run_1/registers.png
Drawn at 1.5 px/um. Other sequential cells in the stronger gray, the rest of the logic in the fainter gray.
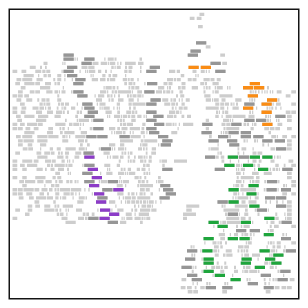
run_1/metal_stack.png
Drawn at 1.5 px/um.
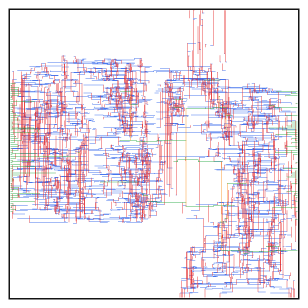
run_1/met3.png
Drawn at 1.5 px/um.
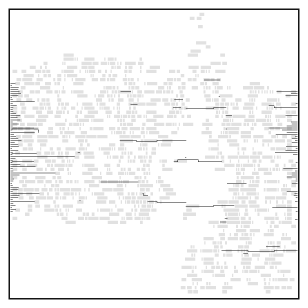
run_1/clock_map.png
Drawn at 2 px/um.
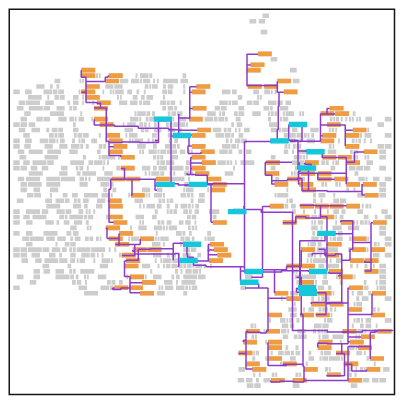
[config.mk]
export PLATFORM = sky130hd
export DESIGN_NAME = sobel_edge_3x3_flat
export DESIGN_NICKNAME = d
export VERILOG_FILES = /design/src/rtl/sobel_edge_3x3_if.sv /design/src/rtl/sobel_edge_3x3.sv /design/src/flat_wrapper.sv
export SDC_FILE = /design/constraint.sdc
export NUM_CORES = 1
export LEC_CHECK = 0
export CORE_UTILIZATION = 25
export CTS_BUF_LIST = sky130_fd_sc_hd__clkbuf_16
export DETAILED_ROUTE_END_ITERATION = 12
export PLACE_DENSITY = 0.52
export SLEW_MARGIN = 20
export SYNTH_ARGS = -nofsm -noshare
export SYNTH_HDL_FRONTEND = slang
export SYNTH_SLANG_ARGS = --single-unit
[constraint.sdc]
create_clock -name clk -period 9.5 [get_ports clk]
set_clock_uncertainty 0.15 [all_clocks]
set_input_delay 0.95 -clock clk [delete_from_list [all_inputs] [get_ports clk]]
set_output_delay 0.95 -clock clk [all_outputs]
set_load 0.005 [all_outputs]
[src/rtl/sobel_edge_3x3_if.sv]
// Interface bundle for sobel_edge_3x3.
// Purpose: carries the 3x3 window stream from the matrix stage (with its
// delayed vsync/href and the threshold request) into the Sobel core. It also
// carries the gradient/edge outputs and per-frame edge statistics back out.
// Signals:
//   matrix_frame_vsync/href   frame/line valid from matrix stage
//   matrix_p11..matrix_p33    3x3 window, row 1 top, column 1 left
//   thresh                    edge threshold request (sampled per frame)
//   post_frame_vsync/href     syncs delayed by the pipeline (3 cycles)
//   post_img_grad             saturated |Gx|+|Gy|
//   post_img_Bit              binary edge pixel
//   edge_count                edge pixels of the last completed frame
//   frame_done                one-cycle pulse when edge_count updates
// Modports: master drives the window stream, slave is the Sobel core.
interface sobel_edge_3x3_if #(
  parameter int unsigned DATA_WIDTH = 8,
  parameter int unsigned CNT_WIDTH  = 32
);
  logic                  matrix_frame_vsync;
  logic                  matrix_frame_href;
  logic [DATA_WIDTH-1:0] matrix_p11;
  logic [DATA_WIDTH-1:0] matrix_p12;
  logic [DATA_WIDTH-1:0] matrix_p13;
  logic [DATA_WIDTH-1:0] matrix_p21;
  logic [DATA_WIDTH-1:0] matrix_p22;
  logic [DATA_WIDTH-1:0] matrix_p23;
  logic [DATA_WIDTH-1:0] matrix_p31;
  logic [DATA_WIDTH-1:0] matrix_p32;
  logic [DATA_WIDTH-1:0] matrix_p33;
  logic [DATA_WIDTH+2:0] thresh;

  logic                  post_frame_vsync;
  logic                  post_frame_href;
  logic [DATA_WIDTH-1:0] post_img_grad;
  logic                  post_img_Bit;
  logic [CNT_WIDTH-1:0]  edge_count;
  logic                  frame_done;

  modport master (
    output matrix_frame_vsync, matrix_frame_href,
    output matrix_p11, matrix_p12, matrix_p13,
    output matrix_p21, matrix_p22, matrix_p23,
    output matrix_p31, matrix_p32, matrix_p33,
    output thresh,
    input  post_frame_vsync, post_frame_href,
    input  post_img_grad, post_img_Bit,
    input  edge_count, frame_done
  );

  modport slave (
    input  matrix_frame_vsync, matrix_frame_href,
    input  matrix_p11, matrix_p12, matrix_p13,
    input  matrix_p21, matrix_p22, matrix_p23,
    input  matrix_p31, matrix_p32, matrix_p33,
    input  thresh,
    output post_frame_vsync, post_frame_href,
    output post_img_grad, post_img_Bit,
    output edge_count, frame_done
  );
endinterface

[src/rtl/sobel_edge_3x3.sv]
// Pipelined 3x3 Sobel edge detector.
// Purpose: each cycle takes one 3x3 neighbourhood and computes |Gx|+|Gy| in
// three register stages. It emits a saturated gradient and a binary edge
// pixel against a per-frame latched threshold, and counts edge pixels per frame.
// Ports:
//   clk   pixel clock
//   rst   synchronous active-high reset
//   bus   sobel_edge_3x3_if.slave (window stream in, gradient/edge/stats out)
module sobel_edge_3x3 #(
  parameter int unsigned DATA_WIDTH  = 8,
  parameter int unsigned THRESH_INIT = 80,
  parameter int unsigned CNT_WIDTH   = 32
) (
  input  logic              clk,
  input  logic              rst,
  sobel_edge_3x3_if.slave   bus
);

  localparam int unsigned N  = DATA_WIDTH;
  localparam int unsigned SW = N + 2;     // weighted column/row sum width
  localparam int unsigned MW = N + 3;     // |Gx|+|Gy| width
  localparam int unsigned CW = CNT_WIDTH;

  localparam logic [MW-1:0] PIX_MAX   = {3'b000, {N{1'b1}}};
  localparam logic [MW-1:0] THR_RESET = MW'(THRESH_INIT);

  // ---------------------------------------------------------------------------
  // Stage 1: weighted sums of the outer columns and rows
  // ---------------------------------------------------------------------------
  logic [SW-1:0] xp_d, xn_d, yp_d, yn_d;
  logic [SW-1:0] xp_q, xn_q, yp_q, yn_q;

  always_comb begin
    xp_d = SW'(bus.matrix_p13) + (SW'(bus.matrix_p23) << 1) + SW'(bus.matrix_p33);
    xn_d = SW'(bus.matrix_p11) + (SW'(bus.matrix_p21) << 1) + SW'(bus.matrix_p31);
    yp_d = SW'(bus.matrix_p31) + (SW'(bus.matrix_p32) << 1) + SW'(bus.matrix_p33);
    yn_d = SW'(bus.matrix_p11) + (SW'(bus.matrix_p12) << 1) + SW'(bus.matrix_p13);
  end

  always_ff @(posedge clk) begin
    if (rst) begin
      xp_q <= '0;
      xn_q <= '0;
      yp_q <= '0;
      yn_q <= '0;
    end else begin
      xp_q <= xp_d;
      xn_q <= xn_d;
      yp_q <= yp_d;
      yn_q <= yn_d;
    end
  end

  // The centre tap carries no Sobel weight.
  logic unused_p22;
  assign unused_p22 = ^bus.matrix_p22;

  // ---------------------------------------------------------------------------
  // Stage 2: absolute differences, subtracting the smaller from the larger
  // so no sign bit is ever needed
  // ---------------------------------------------------------------------------
  logic [SW-1:0] gx_d, gy_d;
  logic [SW-1:0] gx_q, gy_q;

  always_comb begin
    gx_d = (xp_q >= xn_q) ? (xp_q - xn_q) : (xn_q - xp_q);
    gy_d = (yp_q >= yn_q) ? (yp_q - yn_q) : (yn_q - yp_q);
  end

  always_ff @(posedge clk) begin
    if (rst) begin
      gx_q <= '0;
      gy_q <= '0;
    end else begin
      gx_q <= gx_d;
      gy_q <= gy_d;
    end
  end

  // ---------------------------------------------------------------------------
  // Sync delay lines. qv_q is vsync qualified by a frame whose rising edge was
  // seen after reset; it gates counting and frame_done so a frame cut by
  // reset is discarded.
  // ---------------------------------------------------------------------------
  logic [2:0] vs_d, vs_q;
  logic [2:0] hr_d, hr_q;
  logic [2:0] qv_d, qv_q;

  logic       vsync_in_q;
  logic       low_seen_d, low_seen_q;
  logic       frame_act_d, frame_act_q;
  logic       vsync_rise_c;
  logic       qv_in_c;

  // Rising edge only counts once vsync has been seen low since reset.
  assign vsync_rise_c = bus.matrix_frame_vsync & ~vsync_in_q & low_seen_q;
  assign qv_in_c      = bus.matrix_frame_vsync & (vsync_rise_c | frame_act_q);

  always_comb begin
    vs_d        = {vs_q[1:0], bus.matrix_frame_vsync};
    hr_d        = {hr_q[1:0], bus.matrix_frame_href};
    qv_d        = {qv_q[1:0], qv_in_c};
    low_seen_d  = low_seen_q | ~bus.matrix_frame_vsync;
    frame_act_d = frame_act_q;
    if (!bus.matrix_frame_vsync) begin
      frame_act_d = 1'b0;
    end else if (vsync_rise_c) begin
      frame_act_d = 1'b1;
    end
  end

  always_ff @(posedge clk) begin
    if (rst) begin
      vs_q        <= '0;
      hr_q        <= '0;
      qv_q        <= '0;
      vsync_in_q  <= 1'b0;
      low_seen_q  <= 1'b0;
      frame_act_q <= 1'b0;
    end else begin
      vs_q        <= vs_d;
      hr_q        <= hr_d;
      qv_q        <= qv_d;
      vsync_in_q  <= bus.matrix_frame_vsync;
      low_seen_q  <= low_seen_d;
      frame_act_q <= frame_act_d;
    end
  end

  // ---------------------------------------------------------------------------
  // Threshold latch: loaded on the input vsync rising edge. The inter-frame
  // gap keeps it stable while the previous frame drains through stage 3.
  // ---------------------------------------------------------------------------
  logic [MW-1:0] thr_d, thr_q;

  always_comb begin
    thr_d = thr_q;
    if (vsync_rise_c) begin
      thr_d = bus.thresh;
    end
  end

  always_ff @(posedge clk) begin
    if (rst) begin
      thr_q <= THR_RESET;
    end else begin
      thr_q <= thr_d;
    end
  end

  // ---------------------------------------------------------------------------
  // Stage 3: magnitude, saturation, threshold compare; gated by the href that
  // lands on the outputs together with this data
  // ---------------------------------------------------------------------------
  logic [MW-1:0] mag_c;
  logic [N-1:0]  grad_d, grad_q;
  logic          bit_d, bit_q;

  always_comb begin
    mag_c  = MW'(gx_q) + MW'(gy_q);
    grad_d = '0;
    bit_d  = 1'b0;
    if (hr_q[1]) begin
      grad_d = (mag_c > PIX_MAX) ? {N{1'b1}} : N'(mag_c);
      bit_d  = (mag_c > thr_q);
    end
  end

  always_ff @(posedge clk) begin
    if (rst) begin
      grad_q <= '0;
      bit_q  <= 1'b0;
    end else begin
      grad_q <= grad_d;
      bit_q  <= bit_d;
    end
  end

  // ---------------------------------------------------------------------------
  // Edge counter. frame_end fires on the last output cycle with vsync high, so
  // the registered frame_done lands on the first cycle post_frame_vsync is low
  // and the pixel on that last cycle is still folded into edge_count.
  // ---------------------------------------------------------------------------
  logic [CW-1:0] cnt_d, cnt_q;
  logic [CW-1:0] cnt_inc;
  logic [CW-1:0] edge_count_d, edge_count_q;
  logic          frame_done_d, frame_done_q;
  logic          qual_c;
  logic          frame_end_c;

  assign qual_c      = hr_q[2] & bit_q & qv_q[2];
  assign frame_end_c = qv_q[2] & ~qv_q[1];

  always_comb begin
    cnt_d        = cnt_q;
    edge_count_d = edge_count_q;
    frame_done_d = 1'b0;
    cnt_inc      = (&cnt_q) ? cnt_q : (cnt_q + CW'(1));
    if (frame_end_c) begin
      edge_count_d = qual_c ? cnt_inc : cnt_q;
      cnt_d        = '0;
      frame_done_d = 1'b1;
    end else if (qual_c) begin
      cnt_d = cnt_inc;
    end
  end

  always_ff @(posedge clk) begin
    if (rst) begin
      cnt_q        <= '0;
      edge_count_q <= '0;
      frame_done_q <= 1'b0;
    end else begin
      cnt_q        <= cnt_d;
      edge_count_q <= edge_count_d;
      frame_done_q <= frame_done_d;
    end
  end

  // Outputs
  assign bus.post_frame_vsync = vs_q[2];
  assign bus.post_frame_href  = hr_q[2];
  assign bus.post_img_grad    = grad_q;
  assign bus.post_img_Bit     = bit_q;
  assign bus.edge_count       = edge_count_q;
  assign bus.frame_done       = frame_done_q;

endmodule
[src/flat_wrapper.sv]
// flat-port wrapper written by rule: the top's interface ports become plain ports
module sobel_edge_3x3_flat 
#(
  parameter int unsigned DATA_WIDTH  = 8,
  parameter int unsigned THRESH_INIT = 80,
  parameter int unsigned CNT_WIDTH   = 32
)
  (clk, rst, bus_matrix_frame_vsync, bus_matrix_frame_href, bus_matrix_p11, bus_matrix_p12, bus_matrix_p13, bus_matrix_p21, bus_matrix_p22, bus_matrix_p23, bus_matrix_p31, bus_matrix_p32, bus_matrix_p33, bus_thresh, bus_post_frame_vsync, bus_post_frame_href, bus_post_img_grad, bus_post_img_Bit, bus_edge_count, bus_frame_done);
  sobel_edge_3x3_if #(.DATA_WIDTH(DATA_WIDTH), .CNT_WIDTH(CNT_WIDTH)) bus_i ();
  input  logic clk;
  input  logic rst;
  input wire logic [$bits(bus_i.matrix_frame_vsync)-1:0] bus_matrix_frame_vsync;
  input wire logic [$bits(bus_i.matrix_frame_href)-1:0] bus_matrix_frame_href;
  input wire logic [$bits(bus_i.matrix_p11)-1:0] bus_matrix_p11;
  input wire logic [$bits(bus_i.matrix_p12)-1:0] bus_matrix_p12;
  input wire logic [$bits(bus_i.matrix_p13)-1:0] bus_matrix_p13;
  input wire logic [$bits(bus_i.matrix_p21)-1:0] bus_matrix_p21;
  input wire logic [$bits(bus_i.matrix_p22)-1:0] bus_matrix_p22;
  input wire logic [$bits(bus_i.matrix_p23)-1:0] bus_matrix_p23;
  input wire logic [$bits(bus_i.matrix_p31)-1:0] bus_matrix_p31;
  input wire logic [$bits(bus_i.matrix_p32)-1:0] bus_matrix_p32;
  input wire logic [$bits(bus_i.matrix_p33)-1:0] bus_matrix_p33;
  input wire logic [$bits(bus_i.thresh)-1:0] bus_thresh;
  output wire logic [$bits(bus_i.post_frame_vsync)-1:0] bus_post_frame_vsync;
  output wire logic [$bits(bus_i.post_frame_href)-1:0] bus_post_frame_href;
  output wire logic [$bits(bus_i.post_img_grad)-1:0] bus_post_img_grad;
  output wire logic [$bits(bus_i.post_img_Bit)-1:0] bus_post_img_Bit;
  output wire logic [$bits(bus_i.edge_count)-1:0] bus_edge_count;
  output wire logic [$bits(bus_i.frame_done)-1:0] bus_frame_done;
  assign bus_i.matrix_frame_vsync = bus_matrix_frame_vsync;
  assign bus_i.matrix_frame_href = bus_matrix_frame_href;
  assign bus_i.matrix_p11 = bus_matrix_p11;
  assign bus_i.matrix_p12 = bus_matrix_p12;
  assign bus_i.matrix_p13 = bus_matrix_p13;
  assign bus_i.matrix_p21 = bus_matrix_p21;
  assign bus_i.matrix_p22 = bus_matrix_p22;
  assign bus_i.matrix_p23 = bus_matrix_p23;
  assign bus_i.matrix_p31 = bus_matrix_p31;
  assign bus_i.matrix_p32 = bus_matrix_p32;
  assign bus_i.matrix_p33 = bus_matrix_p33;
  assign bus_i.thresh = bus_thresh;
  assign bus_post_frame_vsync = bus_i.post_frame_vsync;
  assign bus_post_frame_href = bus_i.post_frame_href;
  assign bus_post_img_grad = bus_i.post_img_grad;
  assign bus_post_img_Bit = bus_i.post_img_Bit;
  assign bus_edge_count = bus_i.edge_count;
  assign bus_frame_done = bus_i.frame_done;
  sobel_edge_3x3 #(.DATA_WIDTH(DATA_WIDTH), .THRESH_INIT(THRESH_INIT), .CNT_WIDTH(CNT_WIDTH)) u_core (.clk(clk), .rst(rst), .bus(bus_i));
endmodule
==> Changelog: implementation, run 1 <==
### Physical design

* Hold_sp: u_core.qv_q[0]
* Combinational gate area at around 5500 um^2
* Tapcells at 461
* TritonCTS Buffers at 17
* Post-DP HPWL at 16.7 mm
* Placer congestion estimate at between 0.8 and 0.9
* Fp util at about a quarter
* CTS max path bufs at 2
* Max incr delay on CP at around 550 ps
* Mux share at 2.25%
* Count of different cell masters after synthesis at around 60
* Basic Gates by Area at between 15 and 20%
* Power Dens Cells at 221 nW/um^2
* Hold_buf cts at 0
* Top-count cell post-synth: dfxtp_1
* Inverters excl. clock at 85
* Non-clock buffer share at between 10 and 15%
* Buf+Inv Stages, Crit Path at 1
* Met3 WL at 929 um
* Asr flop ratio synth at 0%
* Max VDD drop at about 0.11 mV
* Met2 GRT Util at between 10% and 20%
* Flip-flops with a built-in enable at 0
* Synthesis-stage register bit count at 156
* Core area at 35600 um^2
* Design area at 11300 um^2
* Final Slew Violations at 0
* Unrepaired setup endpoints after global routing: false
* Pre-Repair DR Iteration Count at 4
* Ys flop type: dfxtp_1
* Status: finished clean
* Met1 wire length at 10.2 mm
* Crit Path Category: primary input to register
* Crit path max fanout at 2
* Largest net degree at the start of global routing at between 80 and 90
* Filler instances at approximately 3700
* Clock Tree Root: clkbuf_16
* Cell class ranked first by area: multi-input combinational cells
* Worst-margin pin slew at 1040 ps
* CP Data Required Time at approximately 9600 ps
* Area leader, netlist: dfxtp_1
* GRT overflow at 0
* Post-synthesis net count at 1200
* Comb area share at 48.3%
* TritonCTS clock tree: yes
* Setup violations, final at 0
* Via density at 4.26
* Die X at 192 um
* CP startpoint: bus_matrix_p33[2]
* Iter 0 DRT Violations at roughly 270
* Seq Cell Count at 156
About registers.png:
| color | signal | flops |
|---|---|---|
| green | `u_core.cnt_q` | 32 |
| purple | `u_core.yp_q` | 10 |
| orange | `u_core.thr_q` | 11 |
not colored: 103
register area: 3120 um^2
Final Util: 31.8%

About metal_stack.png:
| color | layer | wire length |
|---|---|---|
| orange | met4 | 235 um |
| blue | met1 | 10200 um |
| green | met3 | 929 um |
| red | met2 | 9390 um |
vias: 6700
gr usage total: 11.8%

About met3.png:
longest straight run: 42.5 um
share of all routed wire: 4.5%
nets with wire on the layer: 115
WL final: 20.8 mm
met3 Use GR: 2.52%

About clock_map.png:
[orange] flip-flops | count: 156
[cyan] cells driving clock nets | count: 17
[purple] clock wires | length: 2180 um
flops lie: spread over the die
routed clock nets: 18
Power Clock: 700 uW
clk ins delay skew pair: 430 ps
clock share of power: 27.9%

run 1: report_power, final:
| part | internal (mW) | switching [mW] | leakage (nW) |
|---|---|---|---|
| clock | 0.397 | 0.304 | 0.292 |
| combinational | 0.480 | 0.556 | 3.01 |
| sequential | 0.731 | 0.0398 | 1.28 |
run 1: worst paths after layout:
path,endpoint,cells after the start
worst max-delay path,u_core.yp_q[8],11
worst min-delay path,u_core.qv_q[1],1
worst max register to register,u_core.bus.post_img_Bit,15
worst min register to register,u_core.qv_q[1],1
run 1: through the flow:
stage               total power, mW  cells
global placement               1.82   1540
global route                   2.71   1572
CTS                            2.53   1572
floorplan                      1.57    982
finish                         2.51   1572
detailed placement             1.82   1540
run_1/final_congestion.png
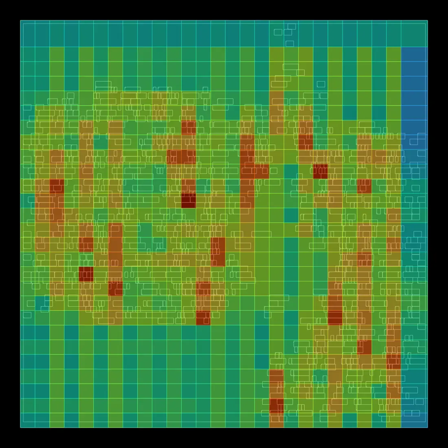

==> run 2: changes to the inputs <==
clock period = 3.67 ns   (was 9.5 ns; I/O delays follow)
run_2/final_congestion.png
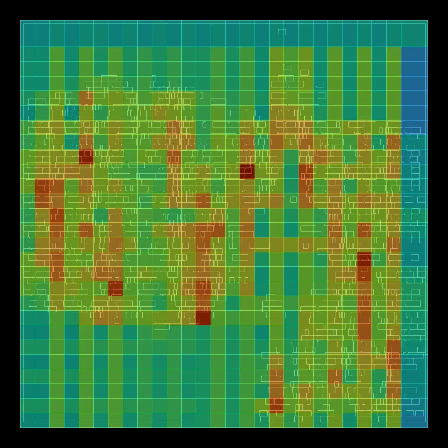
met3 Use GR: 2.16%
Final Util: 31.9%

run_2/clock_map.png
Drawn at 2 px/um.
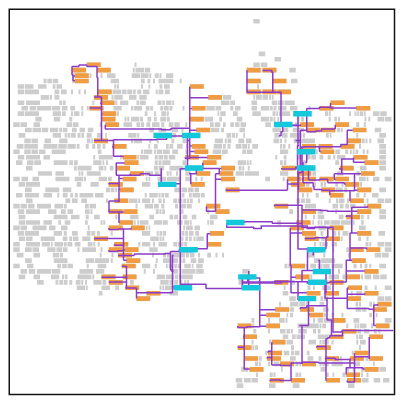
[orange] flip-flops | count: 156
[purple] clock wires | length: 2180 um
[cyan] cells driving clock nets | count: 17
flops lie: spread over the die
routed clock nets: 18
clock share of power: 27.8%
Power Clock: 1.81 mW

run_2/metal_stack.png
Drawn at 1.5 px/um.
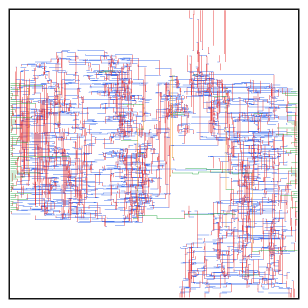
| color | layer | wire length |
|---|---|---|
| green | met3 | 807 um |
| red | met2 | 9250 um |
| blue | met1 | 10400 um |
| orange | met4 | 391 um |
gr usage total: 11.6%
vias: 6680

==> run 2 against run 1 <==
Compared with the run above:
- register-to-register slack got worse by 5700 ps
- synthesized cell count unchanged
- final cell count increased by 0.19%
- core utilization increased by 0.10 points
- sequential cell count unchanged
- critical endpoint is now u_core.bus.post_img_Bit
- largest power group unchanged
==> Changelog: implementation, run 2 <==
### Physical design

* Comb area share at 48.3% (-0.066 points)
* Core area at 35600 um^2 (unchanged)
* Hold_buf cts at 0 (unchanged)
* GRT overflow at 0 (unchanged)
* Worst-margin pin slew at 892 ps (-150 ps)
* CP Data Required Time at 3830 ps (-5790 ps)
* Filler instances at 3703 (-0.19%)
* Fp util at 25.4% (unchanged)
* Register area at 3120 um^2 (unchanged)
* Hold_sp: rst
* Non-clock buffer share at 11.0% (+0.16 points)
* Worst hold endpoint: u_core.qv_q[2]
* Design area at 11400 um^2 (+0.32%)
* Count of different cell masters after synthesis at 60 (unchanged)
* Inverters excl. clock at 85 (unchanged)
* Combinational group power at 2.72 mW (+160%)
* Synthesis-stage register bit count at 156 (unchanged)
* Unrepaired setup endpoints after global routing: false
* Seq Cell Count at 156 (unchanged)
* Post-DP HPWL at 16.9 mm (+1.2%)
* PnR Total Power at 6.52 mW (+160%)
* TritonCTS clock tree: yes
* Met1 wire length at 10.4 mm (+2.0%)
* Crit Path Category: register to register
* Basic Gates by Area at 16.3% (unchanged)
* CTS max path bufs at 2 (unchanged)
* Reg2reg path depth at 15 (unchanged)
* Placer congestion estimate at 0.808 (-0.59%)
* Tapcells at 461 (unchanged)
* Max VDD drop at 0.230 mV (+110%)
* WL final at 20.9 mm (+0.45%)
* Ys flop type: dfxtp_1
* Clk ins delay skew pair at 430 ps (about the same)
* Pre-Repair DR Iteration Count at 4 (unchanged)
* Combinational power share at 41.7% (+0.4 points)
* Hold path cells at 2 (+1)
* Cell class ranked first by area: multi-input combinational cells
* Status: finished clean
* Clock Tree Root: clkbuf_16
* Largest power group: combinational logic
run 2: cell types whose count changed in the layout (fill, tap and decap cells not counted):
cell	change
maj3_1	-1
inv_8	+1
clkinvlp_4	-1
maj3_2	+1
inv_6	-3
clkinv_4	+3
nor2b_2	+1
a221oi_1	-1
a221oi_2	+1
nor2b_1	-1
buf_4	+3
run 2: worst max-delay path, stage by stage, from the launching register on:
cell and delay [ps]:
dfxtp_1 320, ha_1 160, inv_1 50, fa_1 410, nor2b_2 150, o2111ai_1 140
nand3b_1 130, xor2_1 210, ha_1 290, a21oi_1 140, o21ai_0 130, a221oi_2 270
maj3_2 250, a21oi_1 60, o21a_1 200, o21a_1 160
No activity file was given, so power comes from the tool's default toggle rates.
